**Run 1: met2 routing**

Drawn at 2 px/um.
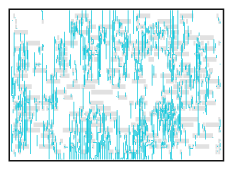
**Run 1: cell placement**

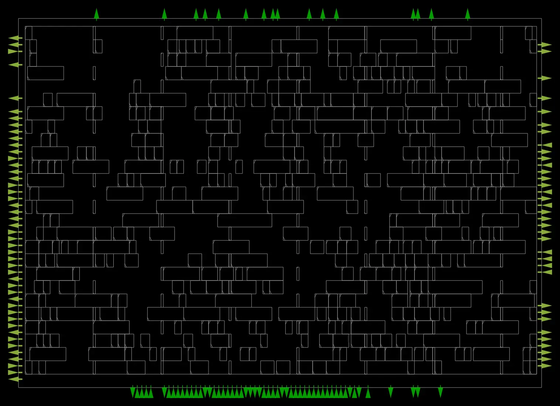
**Run 1: ports around the boundary**

Drawn at 4 px/um. Pins as bars across the die edge, other pins in grey.
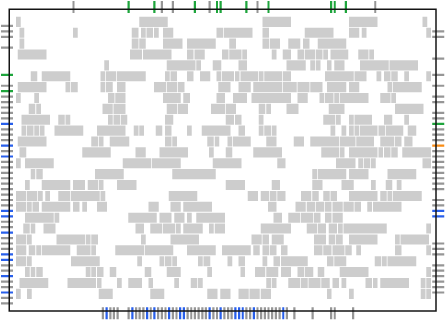
## config.mk

```make
export PLATFORM = sky130hd
export DESIGN_NAME = mips_instr_encoder
export DESIGN_NICKNAME = d
export VERILOG_FILES = /design/src/rtl/mips_instr_encoder.sv
export SDC_FILE = /design/constraint.sdc
export NUM_CORES = 1
export LEC_CHECK = 0
export CORE_ASPECT_RATIO = 0.7
export CORE_UTILIZATION = 45
export CTS_CLUSTER_DIAMETER = 30
export DETAILED_ROUTE_END_ITERATION = 12
export DONT_BUFFER_PORTS = 1
export MAX_ROUTING_LAYER = met4
export SLEW_MARGIN = 30
export SYNTH_ARGS = -nofsm -noshare
export SYNTH_HDL_FRONTEND = slang
export SYNTH_SLANG_ARGS = --single-unit
```

## constraint.sdc

```tcl
create_clock -name clk -period 3.2 [get_ports clk]
set_clock_uncertainty 0.15 [all_clocks]
set_input_delay 0.96 -clock clk [delete_from_list [all_inputs] [get_ports clk]]
set_output_delay 0.96 -clock clk [all_outputs]
set_load 0.02 [all_outputs]
```

## src/rtl/mips_instr_encoder.sv

```systemverilog
`default_nettype none
// ============================================================================
// Module   : mips_instr_encoder
// Brief    : Packs symbolic MIPS instructions into 32-bit words and streams
//            them to consecutive instruction-memory addresses.
// Revision : 1.0 - initial release
// ============================================================================
module mips_instr_encoder #(
    parameter logic [31:0] BASE_ADDR = 32'h0000_3000,
    parameter int          DEPTH     = 4096,
    parameter int          CNT_W     = 13
) (
    input  logic             clk,
    input  logic             reset,
    input  logic             start,
    input  logic             in_valid,
    output logic             in_ready,
    input  logic             in_last,
    input  logic [4:0]       in_mn,
    input  logic [4:0]       in_rs,
    input  logic [4:0]       in_rt,
    input  logic [4:0]       in_rd,
    input  logic [15:0]      in_imm,
    input  logic [25:0]      in_target,
    output logic             im_valid,
    input  logic             im_ready,
    output logic [31:0]      im_addr,
    output logic [31:0]      im_wdata,
    output logic             busy,
    output logic             done,
    output logic             full,
    output logic             err,
    output logic [CNT_W-1:0] count
);

    localparam logic [4:0] c_MN_NOP  = 5'd0;
    localparam logic [4:0] c_MN_ADD  = 5'd1;
    localparam logic [4:0] c_MN_SUB  = 5'd2;
    localparam logic [4:0] c_MN_ADDU = 5'd3;
    localparam logic [4:0] c_MN_SUBU = 5'd4;
    localparam logic [4:0] c_MN_AND  = 5'd5;
    localparam logic [4:0] c_MN_OR   = 5'd6;
    localparam logic [4:0] c_MN_SLT  = 5'd7;
    localparam logic [4:0] c_MN_JR   = 5'd8;
    localparam logic [4:0] c_MN_LW   = 5'd9;
    localparam logic [4:0] c_MN_SW   = 5'd10;
    localparam logic [4:0] c_MN_BEQ  = 5'd11;
    localparam logic [4:0] c_MN_ADDI = 5'd12;
    localparam logic [4:0] c_MN_ORI  = 5'd13;
    localparam logic [4:0] c_MN_LUI  = 5'd14;
    localparam logic [4:0] c_MN_J    = 5'd15;
    localparam logic [4:0] c_MN_JAL  = 5'd16;

    localparam logic [CNT_W-1:0] c_DEPTH_CNT = CNT_W'(DEPTH);

    typedef enum logic [1:0] {
        S_IDLE  = 2'd0,
        S_RUN   = 2'd1,
        S_FLUSH = 2'd2,
        S_DONE  = 2'd3
    } state_t;

    state_t            r_state;
    state_t            w_state_nxt;
    logic              r_im_valid;
    logic [31:0]       r_im_addr;
    logic [31:0]       r_im_wdata;
    logic [CNT_W-1:0]  r_count;
    logic              r_err;
    logic              r_full;

    logic [31:0]       w_enc;
    logic              w_legal;
    logic              w_in_ready;
    logic              w_accept;
    logic              w_drain_ok;
    logic              w_enter_run;
    logic              w_hit_depth;
    logic [CNT_W-1:0]  w_count_inc;
    logic [31:0]       w_addr;

    // Unused fields of each format are forced to zero rather than passed through.
    always_comb begin
        w_enc   = 32'h0;
        w_legal = 1'b1;
        case (in_mn)
            c_MN_NOP:  w_enc = 32'h0;
            c_MN_ADD:  w_enc = {6'b000000, in_rs, in_rt, in_rd, 5'b0, 6'b100000};
            c_MN_SUB:  w_enc = {6'b000000, in_rs, in_rt, in_rd, 5'b0, 6'b100010};
            c_MN_ADDU: w_enc = {6'b000000, in_rs, in_rt, in_rd, 5'b0, 6'b100001};
            c_MN_SUBU: w_enc = {6'b000000, in_rs, in_rt, in_rd, 5'b0, 6'b100011};
            c_MN_AND:  w_enc = {6'b000000, in_rs, in_rt, in_rd, 5'b0, 6'b100100};
            c_MN_OR:   w_enc = {6'b000000, in_rs, in_rt, in_rd, 5'b0, 6'b100101};
            c_MN_SLT:  w_enc = {6'b000000, in_rs, in_rt, in_rd, 5'b0, 6'b101010};
            c_MN_JR:   w_enc = {6'b000000, in_rs, 15'b0, 6'b001000};
            c_MN_LW:   w_enc = {6'b100011, in_rs, in_rt, in_imm};
            c_MN_SW:   w_enc = {6'b101011, in_rs, in_rt, in_imm};
            c_MN_BEQ:  w_enc = {6'b000100, in_rs, in_rt, in_imm};
            c_MN_ADDI: w_enc = {6'b001000, in_rs, in_rt, in_imm};
            c_MN_ORI:  w_enc = {6'b001101, in_rs, in_rt, in_imm};
            c_MN_LUI:  w_enc = {6'b001111, 5'b0, in_rt, in_imm};
            c_MN_J:    w_enc = {6'b000010, in_target};
            c_MN_JAL:  w_enc = {6'b000011, in_target};
            default:   w_legal = 1'b0;
        endcase
    end

    assign w_drain_ok  = !r_im_valid || im_ready;
    assign w_in_ready  = (r_state == S_RUN) && w_drain_ok;
    assign w_accept    = in_valid && w_in_ready;
    assign w_enter_run = start && ((r_state == S_IDLE) || (r_state == S_DONE));
    assign w_count_inc = r_count + 1'b1;
    assign w_hit_depth = w_legal && (w_count_inc == c_DEPTH_CNT);
    assign w_addr      = BASE_ADDR + {{(30-CNT_W){1'b0}}, r_count, 2'b00};

    always_ff @(posedge clk) begin
        if (reset) begin
            r_state <= S_IDLE;
        end else begin
            r_state <= w_state_nxt;
        end
    end

    always_comb begin
        w_state_nxt = r_state;
        case (r_state)
            S_IDLE:  if (start) w_state_nxt = S_RUN;
            S_RUN:   if (w_accept && (in_last || w_hit_depth)) w_state_nxt = S_FLUSH;
            S_FLUSH: if (w_drain_ok) w_state_nxt = S_DONE;
            S_DONE:  if (start) w_state_nxt = S_RUN;
            default: w_state_nxt = S_IDLE;
        endcase
    end

    // A load and a drain on the same edge keep the register occupied.
    always_ff @(posedge clk) begin
        if (reset) begin
            r_im_valid <= 1'b0;
            r_im_addr  <= 32'h0;
            r_im_wdata <= 32'h0;
            r_count    <= '0;
            r_err      <= 1'b0;
            r_full     <= 1'b0;
        end else begin
            if (w_enter_run) begin
                r_count <= '0;
                r_err   <= 1'b0;
                r_full  <= 1'b0;
            end
            if (w_accept) begin
                if (w_legal) begin
                    r_count <= w_count_inc;
                    if (w_hit_depth) begin
                        r_full <= 1'b1;
                    end
                end else begin
                    r_err <= 1'b1;
                end
            end
            if (w_accept && w_legal) begin
                r_im_valid <= 1'b1;
                r_im_addr  <= w_addr;
                r_im_wdata <= w_enc;
            end else if (im_ready) begin
                r_im_valid <= 1'b0;
            end
        end
    end

    assign in_ready = w_in_ready;
    assign im_valid = r_im_valid;
    assign im_addr  = r_im_addr;
    assign im_wdata = r_im_wdata;
    assign busy     = (r_state == S_RUN) || (r_state == S_FLUSH);
    assign done     = (r_state == S_DONE);
    assign full     = r_full;
    assign err      = r_err;
    assign count    = r_count;

endmodule
`default_nettype wire

```

==> flow_summary_export.csv, run 1 <==
group,metric,value,unit
setup_path,crit_buf_inv,0,
synth,yosysMostFrequentCell,"nor2_1",
placement,portBuffers,0,
die,dieWidth,106,um
setup_path,path_cells,"ha_1 -> nand2_1 -> nor2_1 -> a41oi_1 -> a2111oi_4 -> o211ai_2 -> mux2_1",
synth,yosys_register_bits,63,
sta,finalMaxSlewViolations,0,
synth,syn_area,3430,um2
grt,overflow,0,
setup_path,path_delay_family,"AND-OR/OR-AND gates",
route,num_vias,2999,
synth,synthCells,434,
setup_path,crit_type,"flip-flop to flip-flop",
clock_tree,hold_buffers,0,
die,die_area,7980,um2
route,wl_per_cell,17.2,um
sta,tightestPinTransition,0.905,ns
setup_path,worstSetupEndpointType,"flip-flop",
grt,grt_pass1_wl,13.9,mm
grt,first_global_vias,2670,
layout,post-route-util,0.487,
synth,ys_cells,434,
grt,grt_max_degree,66,
synth,avgSynthCellArea,7.90,um2
sta,grt_setup_unrepaired,"no",
power,power.density,555,nW/um2
run_status,status,"completed",
route,via_per_inst,5.86,
synth,ys_seq_frac,0.368,
setup_path,cp_slowest_cell,"dfxtp_1",
synth,top_area_frac,0.368,
power,power_leakage,1.23,nW
grt,antenna_found_initial,0,
sta,setup_viol,0,
sta,hold_viol,0,
synth,yosys_most_used_dff,"dfxtp_1",
clock_tree,cts_buffers,9,
synth,yosysWarnings,0,
placement,dpl.hpwl,6.12,mm
synth,edf_count,0,
clock_tree,clk_pin_slew,0.08,ns
synth,ys_types,52,
clock_tree,cts_tree,"done",
clock_tree,clk_path_buf_depth,2,
layout,final_area,3580,um2
worst_hold_path,hold_path.class,"flip-flop to flip-flop",
setup_path,required,3.28,ns
setup_path,start_kind,"flip-flop",
sta,whs,0.399,ns
Back to the opening pictures, 'met2 routing':
wire length on this layer: 3670 um
nets with wire on the layer: 373
longest straight run: 32.0 um
main direction: vertical
share of all routed wire: 42%

Back to the opening pictures, 'cell placement':
FP Rows: 26
Core ar.: 7350 um2
Layout fillers: 714

Back to the opening pictures, 'ports around the boundary':
legend:
  blue:
    port: in_target
    pins: 26
    direction: input
    edge: 14 south, 10 west, 2 east
  orange:
    port: err
    pins: 1
    direction: output
    edge: east
  green:
    port: count
    pins: 13
    direction: output
    edge: 10 north, 2 west, 1 east

## run 1: cells by family after synthesis
logic type / synth area share
compound gates: 0.239
xor+xnor: 0.0179
fa+ha+maj: 0.0255
buf+inv: 0.114
flops: 0.368
mux: 0.00657
other cells: 0.00109
simple gates: 0.228
## run 1: cell usage in the layout, fill, tap and decap left out, drive strengths merged, types with 2 or more instances in the layout
master    netlist  layout
o21ai          14      14
a22o            6       6
a311oi          2       2
or4             2       2
mux2            2       2
nand3           9       9
a41oi           3       3
clkinvlp        0       2
nand2          29      29
nor3           12      12
a21oi          54      54
a22oi          23      23
a222oi          5       5
nor3b           3       3
or3             3       3
a2111oi         2       2
a211oi          7       7
clkbuf         26       9
nand4           3       3
nor2           70      70
ha              7       7
nor4            3       3
and3            2       2
nand2b          9       9
inv             7       7
buf            38      10
xnor2           7       7
bufinv          0       2
dfxtp          63      63
a31oi           3       3
nand4b          2       2
nor2b           3       3
and2            3       3
conb            1      19
clkinv          0       3
nand3b          2       2
o211ai          3       3
## run 1: where the power goes
group / switching [mW] / total [mW] / leakage, nW / internal (mW)
logic: 0.233 / 0.343 / 0.616 / 0.110
registers: 0.0516 / 0.867 / 0.509 / 0.816
clock network: 0.337 / 0.776 / 0.105 / 0.439
total: 0.621 / 1.99 / 1.23 / 1.37
## run 1: final cells by class
class / count / area (um2)
clock buffers: 9 / 124
clock inverters: 7 / 97.6
fillers: 714 / 3770
inverters: 7 / 26.3
multi-input cells: 318 / 1860
flip-flops and latches: 63 / 1260
well taps: 98 / 123
repair buffers: 10 / 87.6
## run 1: stage by stage
step                std cells  setup WS (ns)
floorplan                 452          0.528
global placement          496          0.240
detailed placement        496          0.306
CTS                       512          0.604
global route              512          0.424
finish                    512          0.599
## run 1: registers in the layout, summed over array words and instances, names as in the netlist
name	flops
im_addr	14
im_wdata	31
err	1
r_state	2
im_valid	1
count	13
full	1
## run 1: path summary, 6_finish.rpt
kind | start | end | slack (ns) | depth (start not counted)
setup / recovery | count[1]$_SDFF_PP0_ | r_state[0]$_SDFFE_PP0P_ | 0.60 | 7
hold / removal | im_addr[5]$_SDFFE_PP0P_ | im_addr[5]$_SDFFE_PP0P_ | 0.40 | 2
setup reg to reg | count[1]$_SDFF_PP0_ | r_state[0]$_SDFFE_PP0P_ | 0.60 | 7
hold reg to reg | im_addr[5]$_SDFFE_PP0P_ | im_addr[5]$_SDFFE_PP0P_ | 0.40 | 2
## run 1: worst register-to-register path: stages, from the launching register on
cell and delay [ns]:
dfxtp_1 0.55, ha_1 0.31, nand2_1 0.11, nor2_1 0.23, a41oi_1 0.21, a2111oi_4 0.45, o211ai_2 0.15, mux2_1 0.33
## run 1: routing by layer
metal	global-route usage	part of all wire	wire (um)	vias up
li1	-	-	-	1440
met1	0.305	0.47	4180	1399
met2	0.340	0.42	3670	147
met3	0.0797	0.092	815	13
met4	0.0849	0.016	140	0
met5	-	0	0	-
**Run 1: metal 3**

Drawn at 4 px/um.
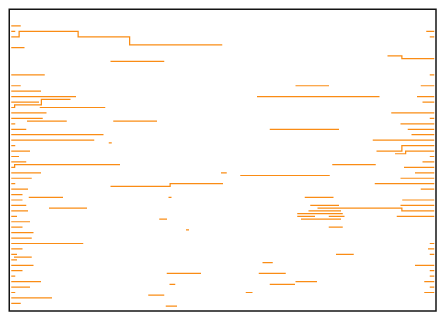

==> run 2, diff against run 1 <==
clock period = 2.28 ns   (was 3.2 ns; I/O delays follow)
**Run 2: metal 3**

Drawn at 4 px/um.
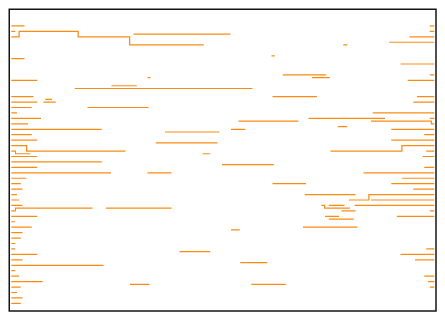
share of all routed wire: 9.8%
longest straight run: 44.2 um
total number of vias: 3067
met3 Resource Use GR: 0.0935
total length of routed wires: 9.06 mm

==> run 2 against run 1 <==
  * Routed wire length is 2.8% higher
  * Cell count increased by 5.5%
  * Register-to-register slack lost 0.58 ns
  * Flip-flop count stayed put
  * First-iteration DRC count grew 12%
  * Critical path type unchanged
  * Largest cell class unchanged
  * Highest routed layer unchanged
  * Worst setup slack worse by 0.58 ns
  * Largest power group unchanged
  * Sequential share of layout area is 2.6 points lower
==> flow_summary_export.csv, run 2 <==
group,metric,value,unit
power,power.density,712,nW/um2
synth,yosys_most_used_dff,"dfxtp_1",
sta,hold_viol,0,
synth,synth.logic.top_family,"AND-OR/OR-AND gates",
grt,antenna_found_initial,0,
die,rows,26,
synth,ys_seq_frac,0.368,
synth,edf_count,0,
layout,layout_top_cell,"nor2_1",
power,p_int,1.93,mW
synth,ys_sh_mux,0.00657,
power,seqPwrFrac,0.436,
synth,synthCells,434,
sta,grt_setup_unrepaired,"yes",
grt,grt_max_degree,66,
setup_path,worstSetupEndpointType,"flip-flop",
route,wl_per_cell,16.8,um
synth,avgSynthCellArea,7.90,um2
clock_tree,clk_path_buf_depth,2,
synth,top_area_frac,0.368,
setup_path,cp_slowest_cell,"a2111oi_4",
clock_tree,cts_buffers,9,
setup_path,required,2.35,ns
setup_path,start_kind,"flip-flop",
synth,adder_share,0.0255,
synth,ys_types,52,
sta,finalMaxSlewViolations,0,
layout,final_area,3920,um2
route,via_per_inst,5.68,
route,highest_layer,"met4",
synth,synth-simple-area-share,0.228,
synth,yosysMostFrequentCell,"nor2_1",
synth,yosysWarnings,0,
placement,place_inst,525,
route,wl_met1,4.15,mm
layout,comb_area,1960,um2
synth,ys_cells,434,
grt,overflow,0,
sta,setup_viol,0,
clock_tree,clk_pin_slew,0.07,ns
layout,final_cell_mix,"nor2_1, dfxtp_1, a21oi_1",
power,comb_power_share,0.208,
layout,fillCellCount,720,
die,coreArea,7350,um2
synth,yosys_register_bits,63,
sta,tightestPinTransition,0.694,ns
clock_tree,hold_buffers,0,
run,max_cap_viol_count,0,
power,p_sw_frac,0.309,
route,wl_met2,3.92,mm
setup_path,crit_type,"flip-flop to flip-flop",
grt,first_global_vias,2853,
route,ant_nets,0,
placement,dpl.hpwl,6.43,mm
route,wl_met3,890,um
layout,largest_register_ffs,31,
power,clkPwrFrac,0.355,
layout,register_area,1280,um2
power,p_switching,0.861,mW
synth,yosys.area_share.aoi,0.239,
layout,fin_cells,540,
power,power_leakage,1.43,nW
setup_path,path_cells,"ha_4 -> and2_4 -> a311oi_2 -> a41oi_2 -> a2111oi_4 -> o211ai_2 -> mux2_4",
run_status,status,"completed",
setup_path,crit_buf_inv,0,
worst_hold_path,hold_path.class,"input port to flip-flop",
synth,synthXorXnorAreaFrac,0.0179,
setup_path,path_delay_family,"AND-OR/OR-AND gates",
synth,syn_area,3430,um2
**Run 2: ports around the boundary**

Drawn at 4 px/um. Pins as bars across the die edge, other pins in grey.
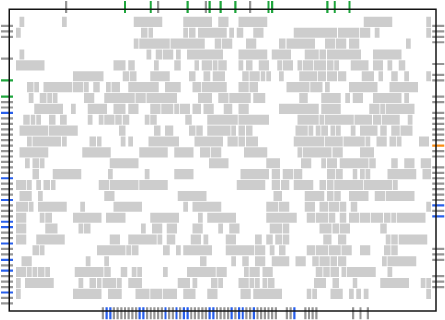
legend:
  blue:
    port: in_target
    pins: 26
    direction: input
    edge: 15 south, 9 west, 2 east
  green:
    port: count
    pins: 13
    direction: output
    edge: 11 north, 2 west
  orange:
    port: err
    pins: 1
    direction: output
    edge: east
all pins by edge: 58 south, 44 west, 34 east, 15 north
PortBufs: 0
Die W: 106 um
die y size: 75.0 um

-- run 2: cell counts after synthesis --
No cell type changed its count.
-- run 2: worst reg2reg max path, stage by stage, from the launching register on --
cell and delay [ns]:
dfxtp_4 0.37, ha_4 0.17, and2_4 0.16, a311oi_2 0.27, a41oi_2 0.09, a2111oi_4 0.41, o211ai_2 0.19, mux2_4 0.33
-- run 2: final cells by class --
class	count	area share
Multi-Input combinational cell	318	0.501
Clock buffer	12	0.0396
Sequential cell	63	0.326
Tap cell	98	0.0313
Timing Repair Buffer	39	0.0843
Clock inverter	3	0.0109
Inverter	7	0.00671
-- run 2: metal layers --
metal / GRT usage / vias up
met4: 0.0710 / 0
met1: 0.300 / 1415
li1: - / 1500
met5: - / -
met3: 0.0935 / 11
met2: 0.365 / 141
-- run 2: what timing repair did --
action / CTS / global route
pin swaps: 1 / 8
endpoints found under the setup margin: 3 / 3
gates cloned: 0 / 0
gates resized: 3 / 26
-- run 2: cells by family (layout without fill, tap and decap cells) --
logic type | count (synthesis) | in the layout
and+or+nand+nor | 158 | 158
xor gates and xnor gates | 7 | 7
muxes | 2 | 2
DFF | 63 | 63
buffers and inverters | 71 | 61
AOI/OAI and AO/OA | 125 | 125
other | 1 | 19
adders and majority gates | 7 | 7
-- run 2: stage by stage --
| stage | worst slack, ns | hold slack [ns] | utilization |
|---|---|---|---|
| 6_report | 0.0229 | 0.259 | 0.533 |
| 2_1_floorplan | -0.0649 | 0.332 | - |
| 5_1_grt | -0.0878 | 0.221 | 0.533 |
| 3_3_place_gp | -0.186 | 0.370 | 0.490 |
| 3_5_place_dp | -0.168 | 0.374 | 0.490 |
| 4_1_cts | -0.0274 | 0.231 | 0.518 |
-- run 2: worst paths after layout --
path	from	endpoint	slack [ns]	cells after the start
worst max register to register	count[1]$_SDFF_PP0_	r_state[0]$_SDFFE_PP0P_	0.02	7
worst min-delay path	reset	count[3]$_SDFF_PP0_	0.26	1
worst max-delay path	count[1]$_SDFF_PP0_	r_state[0]$_SDFFE_PP0P_	0.02	7
worst min register to register	count[3]$_SDFF_PP0_	count[3]$_SDFF_PP0_	0.37	2
-- run 2: power groups by stage --
stage / clock (mW) / sequential (mW) / combinational, mW
2_1_floorplan: 0 / 1.23 / 0.442
3_3_place_gp: 0 / 1.24 / 0.534
3_5_place_dp: 0 / 1.24 / 0.543
4_1_cts: 1.02 / 1.22 / 0.545
5_1_grt: 1.07 / 1.22 / 0.643
6_report: 0.990 / 1.22 / 0.580
No activity file was given, so power comes from the tool's default toggle rates.
